[config.mk]
export PLATFORM = sky130hd
export DESIGN_NAME = latch_bank_arbiter_flat
export DESIGN_NICKNAME = d
export VERILOG_FILES = /design/src/rtl/latch_bank_arbiter_pkg.sv /design/src/rtl/latch_bank_arbiter_if.sv /design/src/rtl/latch_bank_arbiter_rr_pick.sv /design/src/rtl/latch_bank_arbiter.sv /design/src/flat_wrapper.sv
export SDC_FILE = /design/constraint.sdc
export NUM_CORES = 1
export LEC_CHECK = 0
export ABC_CLOCK_PERIOD_IN_PS = 1600
export CORE_MARGIN = 4
export CORE_UTILIZATION = 38
export CTS_BUF_LIST = sky130_fd_sc_hd__clkbuf_4 sky130_fd_sc_hd__clkbuf_8
export DETAILED_ROUTE_END_ITERATION = 8
export GPL_TIMING_DRIVEN = 0
export PLACE_DENSITY = 0.92
export SLEW_MARGIN = 20
export SYNTH_ARGS = -nofsm -noshare
export SYNTH_HDL_FRONTEND = slang
export SYNTH_SLANG_ARGS = --single-unit
[constraint.sdc]
create_clock -name clk -period 1.6 [get_ports clk]
set_input_delay 0.24 -clock clk [delete_from_list [all_inputs] [get_ports clk]]
set_output_delay 0.24 -clock clk [all_outputs]
set_load 0.005 [all_outputs]
[src/rtl/latch_bank_arbiter_pkg.sv]
// Shared types and defaults for the latch bank arbiter.
// State encodings are fixed so waveforms and external decoders agree on them.
package latch_bank_arbiter_pkg;

    localparam int unsigned DEFAULT_NUM_REQ = 4;
    localparam int unsigned DEFAULT_DATA_W  = 8;

    typedef enum logic [1:0] {
        ST_IDLE  = 2'd0,
        ST_GRANT = 2'd1,
        ST_WRITE = 2'd2,
        ST_DONE  = 2'd3
    } state_t;

    // Width of a requester index; never narrower than one bit.
    function automatic int unsigned idx_width(input int unsigned n);
        return (n > 1) ? $clog2(n) : 1;
    endfunction

endpackage

[src/rtl/latch_bank_arbiter_if.sv]
// Requester-side bus of the latch bank arbiter.
// Optional macro ARB_LOCK_EN adds the lock input used for back-to-back writes.
interface latch_bank_arbiter_if
    import latch_bank_arbiter_pkg::*;
#(
    parameter int unsigned NUM_REQ = DEFAULT_NUM_REQ,
    parameter int unsigned DATA_W  = DEFAULT_DATA_W
) ();

    logic [NUM_REQ-1:0]        req;
    logic [NUM_REQ*DATA_W-1:0] d_in;
    logic [NUM_REQ-1:0]        gnt;
    logic                      wr_en;
    logic [NUM_REQ-1:0]        ack;
    logic [DATA_W-1:0]         q;
    logic [DATA_W-1:0]         q_bar;
    logic                      busy;
`ifdef ARB_LOCK_EN
    logic                      lock;

    modport master (output req, d_in, lock, input gnt, wr_en, ack, q, q_bar, busy);
    modport slave  (input req, d_in, lock, output gnt, wr_en, ack, q, q_bar, busy);
`else
    modport master (output req, d_in, input gnt, wr_en, ack, q, q_bar, busy);
    modport slave  (input req, d_in, output gnt, wr_en, ack, q, q_bar, busy);
`endif

endinterface

[src/rtl/latch_bank_arbiter_rr_pick.sv]
// Combinational round-robin select: first set request scanning upward from ptr,
// wrapping modulo NUM_REQ.
module latch_bank_arbiter_rr_pick
    import latch_bank_arbiter_pkg::*;
#(
    parameter int unsigned NUM_REQ = DEFAULT_NUM_REQ,
    parameter int unsigned PTR_W   = idx_width(DEFAULT_NUM_REQ)
) (
    input  logic [NUM_REQ-1:0] req,
    input  logic [PTR_W-1:0]   ptr,
    output logic [PTR_W-1:0]   winner,
    output logic               valid
);

    always_comb begin
        int unsigned      idx;
        logic [PTR_W-1:0] sel;
        idx    = 0;
        sel    = '0;
        valid  = 1'b0;
        winner = '0;
        for (int unsigned k = 0; k < NUM_REQ; k++) begin
            idx = (32'(ptr) + k) % NUM_REQ;
            sel = PTR_W'(idx);
            if (!valid && req[sel]) begin
                valid  = 1'b1;
                winner = sel;
            end
        end
    end

endmodule

[src/rtl/latch_bank_arbiter.sv]
// Round-robin arbiter and write sequencer for one shared storage register.
// Optional macro ARB_LOCK_EN lets the current owner keep the bank for back-to-back writes.
module latch_bank_arbiter
    import latch_bank_arbiter_pkg::*;
#(
    parameter int unsigned NUM_REQ = DEFAULT_NUM_REQ,
    parameter int unsigned DATA_W  = DEFAULT_DATA_W
) (
    input logic                 clk,
    input logic                 reset,
    latch_bank_arbiter_if.slave bus
);

    localparam int unsigned PTR_W = idx_width(NUM_REQ);

    state_t             state_q, state_d;
    logic [PTR_W-1:0]   ptr_q, ptr_d;
    logic [PTR_W-1:0]   owner_q, owner_d;
    logic [PTR_W-1:0]   winner;
    logic               valid;
    logic               hold_owner;
    logic [DATA_W-1:0]  q_q;
    logic [NUM_REQ-1:0] owner_oh;

    latch_bank_arbiter_rr_pick #(
        .NUM_REQ (NUM_REQ),
        .PTR_W   (PTR_W)
    ) u_rr_pick (
        .req    (bus.req),
        .ptr    (ptr_q),
        .winner (winner),
        .valid  (valid)
    );

`ifdef ARB_LOCK_EN
    assign hold_owner = bus.lock && bus.req[owner_q];
`else
    assign hold_owner = 1'b0;
`endif

    always_comb begin
        state_d = state_q;
        ptr_d   = ptr_q;
        owner_d = owner_q;
        case (state_q)
            ST_IDLE: begin
                if (valid) begin
                    owner_d = winner;
                    state_d = ST_GRANT;
                end
            end
            ST_GRANT: begin
                // A withdrawn request frees the bank without moving the pointer.
                state_d = bus.req[owner_q] ? ST_WRITE : ST_IDLE;
            end
            ST_WRITE: begin
                state_d = ST_DONE;
            end
            ST_DONE: begin
                if (hold_owner) begin
                    state_d = ST_GRANT;
                end else begin
                    state_d = ST_IDLE;
                    ptr_d   = (owner_q == PTR_W'(NUM_REQ - 1)) ? '0 : owner_q + PTR_W'(1);
                end
            end
            default: state_d = ST_IDLE;
        endcase
    end

    always_ff @(posedge clk) begin
        if (reset) begin
            state_q <= ST_IDLE;
            ptr_q   <= '0;
            owner_q <= '0;
            q_q     <= '0;
        end else begin
            state_q <= state_d;
            ptr_q   <= ptr_d;
            owner_q <= owner_d;
            if (state_q == ST_WRITE) begin
                q_q <= bus.d_in[32'(owner_q) * DATA_W +: DATA_W];
            end
        end
    end

    // Outputs decode straight from registered state and owner.
    assign owner_oh  = NUM_REQ'(1) << owner_q;
    assign bus.gnt   = (state_q == ST_GRANT || state_q == ST_WRITE) ? owner_oh : '0;
    assign bus.wr_en = (state_q == ST_WRITE);
    assign bus.ack   = (state_q == ST_DONE) ? owner_oh : '0;
    assign bus.busy  = (state_q != ST_IDLE);
    assign bus.q     = q_q;
    assign bus.q_bar = ~q_q;

endmodule

[src/flat_wrapper.sv]
// flat-port wrapper written by rule: the top's interface ports become plain ports
module latch_bank_arbiter_flat import latch_bank_arbiter_pkg::*;
#(
    parameter int unsigned NUM_REQ = DEFAULT_NUM_REQ,
    parameter int unsigned DATA_W  = DEFAULT_DATA_W
)
  (clk, reset, bus_req, bus_d_in, bus_gnt, bus_wr_en, bus_ack, bus_q, bus_q_bar, bus_busy);
  latch_bank_arbiter_if #(.NUM_REQ(NUM_REQ), .DATA_W(DATA_W)) bus_i ();
  input logic clk;
  input logic reset;
  input wire logic [$bits(bus_i.req)-1:0] bus_req;
  input wire logic [$bits(bus_i.d_in)-1:0] bus_d_in;
  output wire logic [$bits(bus_i.gnt)-1:0] bus_gnt;
  output wire logic [$bits(bus_i.wr_en)-1:0] bus_wr_en;
  output wire logic [$bits(bus_i.ack)-1:0] bus_ack;
  output wire logic [$bits(bus_i.q)-1:0] bus_q;
  output wire logic [$bits(bus_i.q_bar)-1:0] bus_q_bar;
  output wire logic [$bits(bus_i.busy)-1:0] bus_busy;
  assign bus_i.req = bus_req;
  assign bus_i.d_in = bus_d_in;
  assign bus_gnt = bus_i.gnt;
  assign bus_wr_en = bus_i.wr_en;
  assign bus_ack = bus_i.ack;
  assign bus_q = bus_i.q;
  assign bus_q_bar = bus_i.q_bar;
  assign bus_busy = bus_i.busy;
  latch_bank_arbiter #(.NUM_REQ(NUM_REQ), .DATA_W(DATA_W)) u_core (.clk(clk), .reset(reset), .bus(bus_i));
endmodule
==> run_1/layer_met2.png <==
Cells faint in the background.
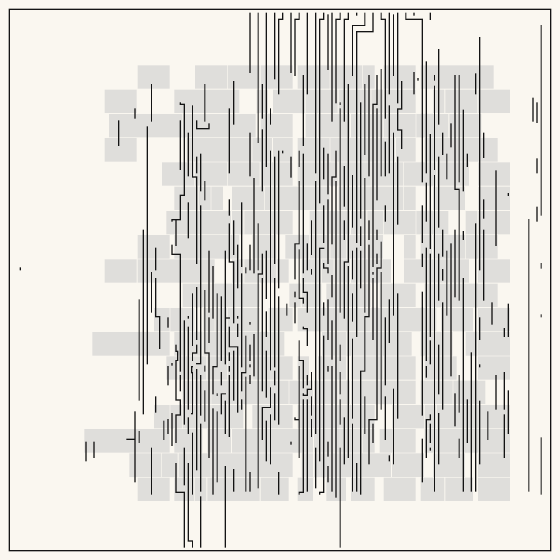
main direction: vertical
wire length on this layer: 2180 um

==> run_1/layer_met3.png <==
Scale bar: 20 um.
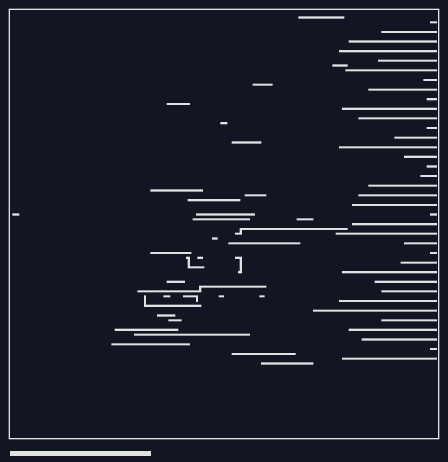
main direction: horizontal
longest straight run: 17.2 um
wire length on this layer: 473 um
nets with wire on the layer: 60

==> out/notes.md, run 1 <==
## Synth
- **post-synthesis cell count from yosys** 108
- **chip area from the yosys synthesis statistics** 1050 um^2
- **share of synthesized registers carrying an async set or reset** 0%

## Critical path
- **maximum fanout along the worst path** 4
- **number of buffer and inverter instances along the worst setup path** 2
- **number of stages on the worst setup path** 4
- **WP data required** 1360 ps
- **cell breakdown of the critical path** buf_4 > ha_2 > and2_1 > buf_2
- **type of the worst setup path** flip-flop to output port

## Global routing
- **vias in the first global route** 1209
- **Overflow after GRT** 0

## Placement
- **final RePlAce weighted congestion** 0.746
- **final HPWL from detailed placement** 3010 um

## Clock tree
- **CTS tree** built
- **clock edge transition at the registers on the reported setup and hold paths** 100 ps
- **hold-fix buffer count after cts** 0
- **Sink Count** 14
- **maximum number of buffers from clock root to sink** 2

## STA
- **sum of negative setup slack** 0 ps
- **final clock skew** 11.5 ps
- **relative slew slack** 68.4%
- **worst slew pin tran** 470 ps
- **post-layout worst setup margin** 13.4 ps
- **maximum clock frequency** 630 MHz

## Die
- **Die Ht** 60.6 um
- **fp_density** 41.2%
- **Die Area** 3670 um^2
- **FP Rows** 18
- **horizontal die dimension** 60.6 um

## Cells and area
- **area used by sequential logic in the layout** 295 um^2
- **top logic cells by instance count in the layout** sky130_fd_sc_hd__clkdlybuf4s50_1 (52), sky130_fd_sc_hd__nor2_1 (15), sky130_fd_sc_hd__inv_1 (13)
- **Post-layout nets** 228

## Hold path
- **cell count of the worst hold path** 4

## Power and ir drop
- **P per Cell Area** 578 nW/um^2
- **leakage** 0.000701 uW

## Status
- **result of the run** finished clean

## Detailed routing
- **DR DRC count** 0
- **Routed WL per cell** 20.8 um

==> run_1/io_fan.png <==
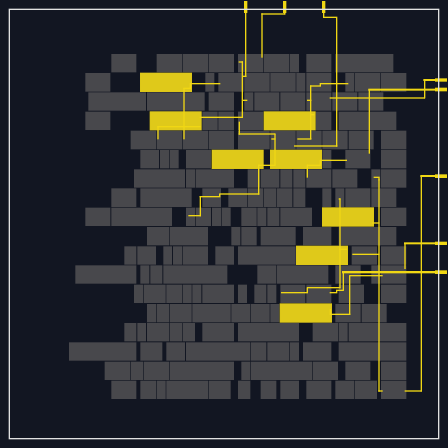
legend:
  yellow:
    port: bus_q
    direction: output
    edge: 5 east, 3 north
    end_cells: 8
    buffers: 8
    wire: 304 um

run 1: per-layer routing:
metal | global-route usage, % | part of all wire [%] | up-vias
li1 | - | - | 530
met2 | 42.4 | 50 | 89
met5 | 0 | 0 | -
met4 | 12.4 | 4.0 | 0
met1 | 23.1 | 35 | 564
met3 | 7.23 | 11 | 19
run 1: state kept, by name (all words and copies together) (netlist names), named ones only:
signal          cells
u_core.bus.q        8
u_core.owner_q      2
u_core.ptr_q        2
u_core.state_q      1
run 1: worst paths after layout:
check | startpoint | end
worst min register to register | u_core.bus.q[3]$_SDFFE_PP0P_ | u_core.bus.q[3]$_SDFFE_PP0P_
worst max register to register | u_core.owner_q[0]$_SDFFE_PP0P_ | u_core.bus.q[5]$_SDFFE_PP0P_
worst min-delay path | bus_req[2] | u_core.owner_q[0]$_SDFFE_PP0P_
worst max-delay path | u_core.owner_q[0]$_SDFFE_PP0P_ | bus_gnt[1]
run 1: kinds of logic (layout without fill, tap and decap cells):
| group | count (synthesis) | after routing | synth area share (%) |
|---|---|---|---|
| AND-OR/OR-AND | 15 | 15 | 10.5 |
| multiplexers | 19 | 19 | 29.6 |
| buffers and inverters | 22 | 94 | 9.18 |
| flip-flops | 14 | 14 | 26.7 |
| AND/OR/NAND/NOR | 29 | 29 | 13.3 |
| adder cells (fa/ha/maj) | 9 | 9 | 10.7 |
run 1: power breakdown:
group	internal [uW]	switching (uW)
clock network	139	122
registers	364	17.8
logic	251	170
total	753	310
run 1: cell type report:
cell class | count | share of cell area [%]
multi-input combinational | 72 | 39.0
timing repair buffer | 68 | 34.4
sequential | 14 | 16.0
inverter | 17 | 3.74
buffer | 5 | 2.79
tap | 30 | 2.04
clock buffer | 4 | 1.97
==> run 2: changes to the inputs <==
- CAP_MARGIN: default -> 20
==> run_2/layer_met2.png <==
Cells faint in the background.
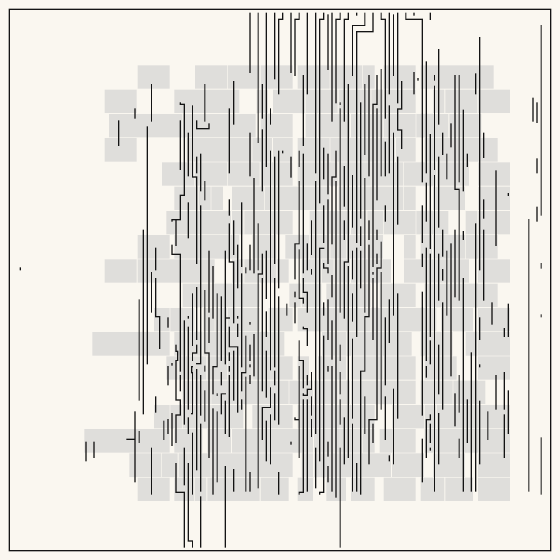
wire length on this layer: 2180 um
longest straight run: 35.4 um
nets with wire on the layer: 208
main direction: vertical

==> run 2 against run 1 <==
  * Synthesized cell count unchanged
  * Design area did not move
  * Worst setup slack is the same
  * Highest routed layer unchanged
  * Critical path depth is the same
  * Clock power about the same
  * Critical path type unchanged
  * Die size is the same
  * Synthesized area is the same
  * Via count unchanged
==> out/notes.md, run 2 <==
## Placement
- **final HPWL from detailed placement** 3010 um, unchanged
- **final RePlAce weighted congestion** 0.746, unchanged

## Die
- **Die Ht** 60.6 um, unchanged
- **fp_density** 41.2%, unchanged
- **Die Area** 3670 um^2, unchanged
- **FP Rows** 18, unchanged

## Hold path
- **cell count of the worst hold path** 4, unchanged
- **Endpoint, Worst Hold** u_core.owner_q[0]$_SDFFE_PP0P_, unchanged

## Synth
- **chip area from the yosys synthesis statistics** 1050 um^2, unchanged
- **and-or/or-and share of the synthesized area** 10.5%, unchanged
- **Post-Synth XOR/XNOR Area** 0%, unchanged
- **dominant kind of combinational cell** multiplexers, unchanged
- **share of synthesized cell area in and, or, nand and nor gates** 13.3%, unchanged

## Critical path
- **maximum fanout along the worst path** 4, unchanged
- **destination of the worst register-to-register timing path** u_core.bus.q[5]$_SDFFE_PP0P_, unchanged
- **crit path launch** u_core.owner_q[0]$_SDFFE_PP0P_, unchanged
- **startpoint of the worst-slack reg-to-reg timing path** u_core.owner_q[0]$_SDFFE_PP0P_, unchanged

## STA
- **worst slew pin tran** 470 ps, unchanged
- **maximum clock frequency** 630 MHz, unchanged
- **relative slew slack** 68.4%, unchanged
- **sum of negative setup slack** 0 ps, unchanged

## Detailed routing
- **DR DRC count** 0, unchanged

## Status
- **result of the run** finished clean, unchanged

## Cells and area
- **Post-layout nets** 228, unchanged
- **top logic cells by instance count in the layout** sky130_fd_sc_hd__clkdlybuf4s50_1 (52), sky130_fd_sc_hd__nor2_1 (15), sky130_fd_sc_hd__inv_1 (13), unchanged

## Clock tree
- **CTS tree** built, unchanged
- **Sink Count** 14, unchanged

[run 2: cell counts after synthesis]
Identical to the previous run, type by type.
[run 2: power breakdown]
part           switching, uW  internal (uW)
Combinational            170            251
Clock                    122            139
Sequential              17.8            364
[run 2: cell type report]
cell class	instances	area [um^2]	area share, %
sequential	14	295	16.0
clock buffer	4	36.3	1.97
buffer	5	51.3	2.79
multi-input combinational	72	718	39.0
tap	30	37.5	2.04
timing repair buffer	68	633	34.4
inverter	17	68.8	3.74
[run 2: what timing repair did]
item / in CTS / in global routing
buffers inserted: 6 / 0
hold buffers: 0 / 0
resized: 45 / 12
setup endpoints to repair: 10 / 12
pin swaps: 1 / 0
[run 2: how the worst max path moves through the flow]
stage               slack, ps  cells past startpoint                            to
floorplan                 230                      4  u_core.bus.q[1]$_SDFFE_PP0P_
global placement         -230                      5                    bus_ack[2]
detailed placement       -240                      5                    bus_gnt[1]
CTS                         6                      4                    bus_ack[3]
global route              -10                      5  u_core.bus.q[7]$_SDFFE_PP0P_
finish                     10                      4                    bus_gnt[1]
[run 2: routing by layer]
layer / GRT usage (%) / up-vias / routed length (um)
met4: 12.4 / 0 / 177
met3: 7.23 / 19 / 473
li1: - / 530 / -
met5: 0 / - / 0
met1: 23.1 / 564 / 1550
met2: 42.4 / 89 / 2180
[run 2: worst max-delay path, cell delays in order, from the launching register on]
cell and delay (ps):
sky130_fd_sc_hd__dfxtp_4 370, sky130_fd_sc_hd__buf_4 160, sky130_fd_sc_hd__ha_2 200, sky130_fd_sc_hd__and2_1 180, sky130_fd_sc_hd__buf_2 140
[run 2: metrics by stage]
step	cells	setup slack, ps
2_1_floorplan	108	232
3_3_place_gp	200	-228
3_5_place_dp	200	-240
4_1_cts	210	5.87
5_1_grt	210	-13.4
6_report	210	13.4
Power and IR drop assume default switching activity.
